Design mem_ctrl, sky130hd; sources not shown.
**Metal 1**

Drawn at 4 px/µm. Supply wires on this layer in gray. Cells faint in the background.
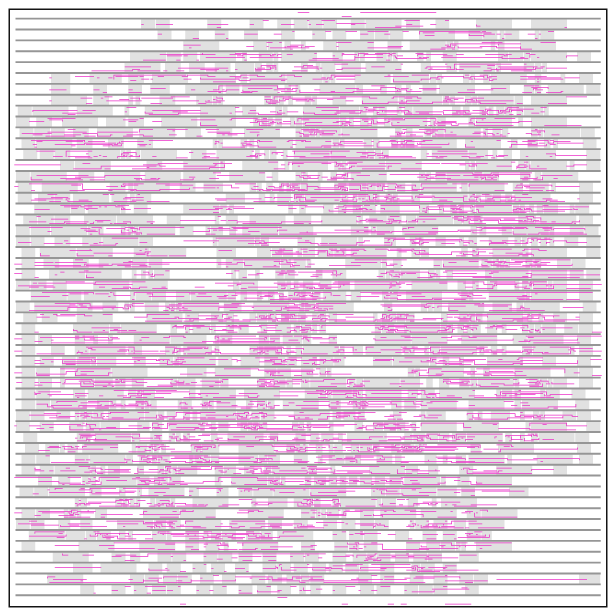
The wires run mostly horizontal. The layer holds 45% of the routed length.
final WL: 27300 µm
GR Util met1: 34.9%
Via Count: 8575

**Met3 routing**

Drawn at 2 px/µm. Cells faint in the background.
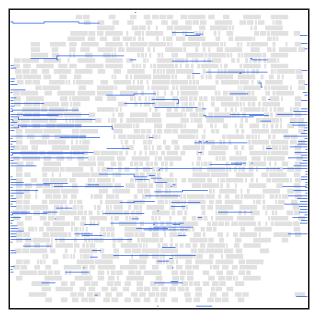
The wires run mostly horizontal. The longest straight run is 60.0 µm. The layer carries 1840 µm of wire. The layer holds 6.8% of the routed length. 170 nets have wire on it.
met3 Usage GRT: 5.54%

**Metal 4**

Drawn at 3 px/µm. Supply wires on this layer in gray.
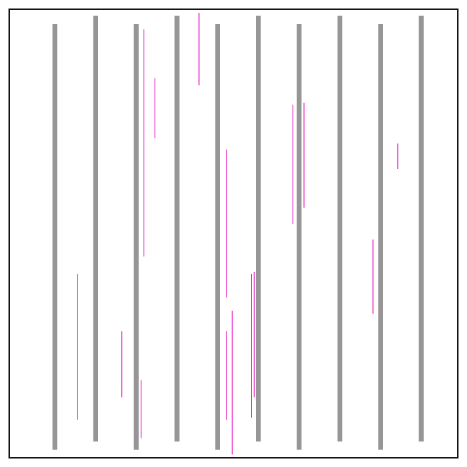
The layer carries 530 µm of wire. 14 nets have wire on it. The longest straight run is 75.5 µm. The layer holds 1.9% of the routed length. The wires run mostly vertical.

==> results.cfg <==
; physical design summary
[synth]
yosys_warnings = 0
synth_area_um2 = 10600
ys_types = 61
synthArstFlopShare_pct = 100
ys_seq_share_pct = 51.3
synthCells = 1041
synth_area_per_cell_um2 = 10.2
synth-main-ff-cell = dfrtp_1
ys_chip_area_um2 = 10600
yosysCellCount = 1041
syn-num-nets = 1170
ys_ff = 217
synth-edff-count = 0

[setup_path]
critical_path.startpoint_type = flip-flop
path_cells = or2_1 -> o21ai_0 -> nor3_1 -> nand3b_1 -> mux2_2
arrival_ns = 3.68
critPathKind = reg -> reg
r2r_cells = 5
slowest_delay_ns = 0.91
critPathCaptureType = flip-flop
worstPathMaxFanout = 32
slowest_stage = or2_1
cp.required_ns = 7.30
reg2reg_slack_ns = 3.61

[power_and_ir_drop]
cellLeakagePower_nw = 5.97
power_density_nw_per_um2 = 369
ir_drop_uv = 226
fin_total_pwr_mw = 5.04

[floorplan]
core_util_floorplan_pct = 50.2
chipArea_um2 = 22200
pin_count = 222
rows = 53
dieHeight_um = 149
core_um2 = 21100
die_x_um = 149

[layout]
antenna_cells = 0
fillCellCount = 1770
syn_to_final_growth_pct = 29.0
design.final.nets = 1379
post_route_cells_drive_above_1_share_pct = 9.92
logic_area_um2 = 4840
seq_area_um2 = 5430

[final_timing]
clock.fmax_mhz = 304
final.period_utilization_pct = 47.6
setup_viol = 0
setup_tns_ns = 0
period_minus_slack_ns = 3.29
relSlewSlack_pct = 25.2
tightest_slew_ns = 1.12
finalHoldViolations = 0
grt_setup_unrepaired = false
fin_worst_skew_ns = 0.0190
drv_slew = 0

[clocking]
clkLatencyLatePin_ns = 0.52
h-tree-depth = 2
cts-root-buf = clkbuf_8
clockBufferDepth = 3
cts_tree = built
cts_buffers = 37
clock-sinks = 217
cts.clk_slew.worst_paths_ns = 0.06

[grt]
grt_usage_pct = 25.4
grt_pass1_wl_um = 44500
top_usage_layer = met2
grtUsageMet2_pct = 40.5
grt_max_degree = 141
grt-ovfl-total = 0
antenna_found_initial = 0
grt_pass1_vias = 8570

[placed_design]
gp_congestion = 0.864
detailed_place_hpwl_um = 18900
port_buffers = 221

[detailed_routing]
drt_iter0_markers = 499
dr.pass1.iters = 5
remaining_drc_errors = 0
viasPerCell = 5.55
route.detailed.wl_per_inst_um = 17.7
ant_nets = 0

[min_path]
hp-class = in -> async

[flow_run]
drv_cap = 0
warnings = 32

[run_status]
status = finished, final reports clean
-- metal layers --
layer,vias up,share of wire [%]
li1,4144,-
met1,4117,45
met2,277,47
met3,37,6.7
met4,0,1.9
met5,-,0
-- cells in the mapped netlist, types with 6 or more instances --
cell      count  area share [%]
a21oi_1      39             1.8
mux4_2        8             1.7
xnor2_1      16             1.3
clkbuf_1     53             1.9
nor2b_1      36             2.1
a21o_1       36             2.6
a31oi_1      14            0.83
o21ai_0     129             6.1
mux2_2       43             4.6
nand2_1     162             5.7
and4_1        8            0.66
nor4_1       11            0.65
dfrtp_1     217              51
nand3_1      14            0.66
o31ai_1      10            0.71
mux2i_1      36             3.4
nor2_1       44             1.6
a211oi_1      6            0.43
inv_1        25            0.89
nand4_1      14            0.83
xor2_1        7            0.58
a221o_1      18             1.7
a22o_1        6            0.50
ha_1         13             1.5
-- cell usage in the layout (no fill, tap or decap), types with 4 or more instances in the layout --
cell type        instances
nor2_1                  44
o2bb2ai_1                4
a21o_1                  36
nand2b_1                 4
nand2_1                162
nor2b_1                 35
clkbuf_8                43
o21ai_0                128
dfrtp_1                217
buf_4                   10
nand3_1                 12
nand4_1                 14
mux4_2                   8
nor3_1                   5
a221o_1                 18
and4_1                   8
a31oi_1                 14
a32o_1                   5
ha_1                    13
nand3b_1                 4
a22o_1                   6
a21oi_1                 39
o31ai_1                 10
xnor2_1                 16
inv_1                   37
and2_1                   5
xor2_1                   7
mux2i_1                 36
clkdlybuf4s50_1        219
a211oi_1                 6
mux2_2                  43
nor4_1                  11
-- area by class of cell --
class | instances | share of cell area, %
sequential | 217 | 39.7
multi-input combinational | 737 | 35.4
timing repair buffer | 232 | 16.8
clock buffer | 43 | 4.33
tap | 275 | 2.52
inverter | 25 | 0.687
clock inverter | 16 | 0.513
-- where the power goes --
part	total, mW	switching, mW	internal (mW)
logic	1.93	0.946	0.984
clock network	1.05	0.493	0.561
registers	2.06	0.380	1.68
-- cell families after synthesis --
logic type | synth area share [%]
compound gates | 17.1
xor+xnor | 2.13
fa+ha+maj | 1.72
buf+inv | 3.25
flops | 51.3
mux | 9.67
simple gates | 14.9
-- critical path, delay by kind of cell, from the launching register on --
kind	cells	cell delay, ns
and+or+nand+nor	3	1.77
DFF	1	0.54
AOI/OAI and AO/OA	1	0.44
muxes	1	0.42
-- metrics by stage --
| step | instances | hold slack [ns] | instance area (µm²) | worst slack, ns | util (%) |
|---|---|---|---|---|---|
| 3_3_place_gp | 1485 | 0.454 | 13000 | 3.66 | 61.6 |
| 2_1_floorplan | 1041 | 0.394 | 10600 | 4.34 | - |
| 4_1_cts | 1544 | 0.360 | 13700 | 3.63 | 64.8 |
| 6_report | 1545 | 0.325 | 13700 | 3.61 | 64.8 |
| 5_1_grt | 1545 | 0.375 | 13700 | 3.25 | 64.8 |
| 3_5_place_dp | 1485 | 0.463 | 13000 | 3.63 | 61.6 |
Power is estimated from default activity; no workload was simulated.
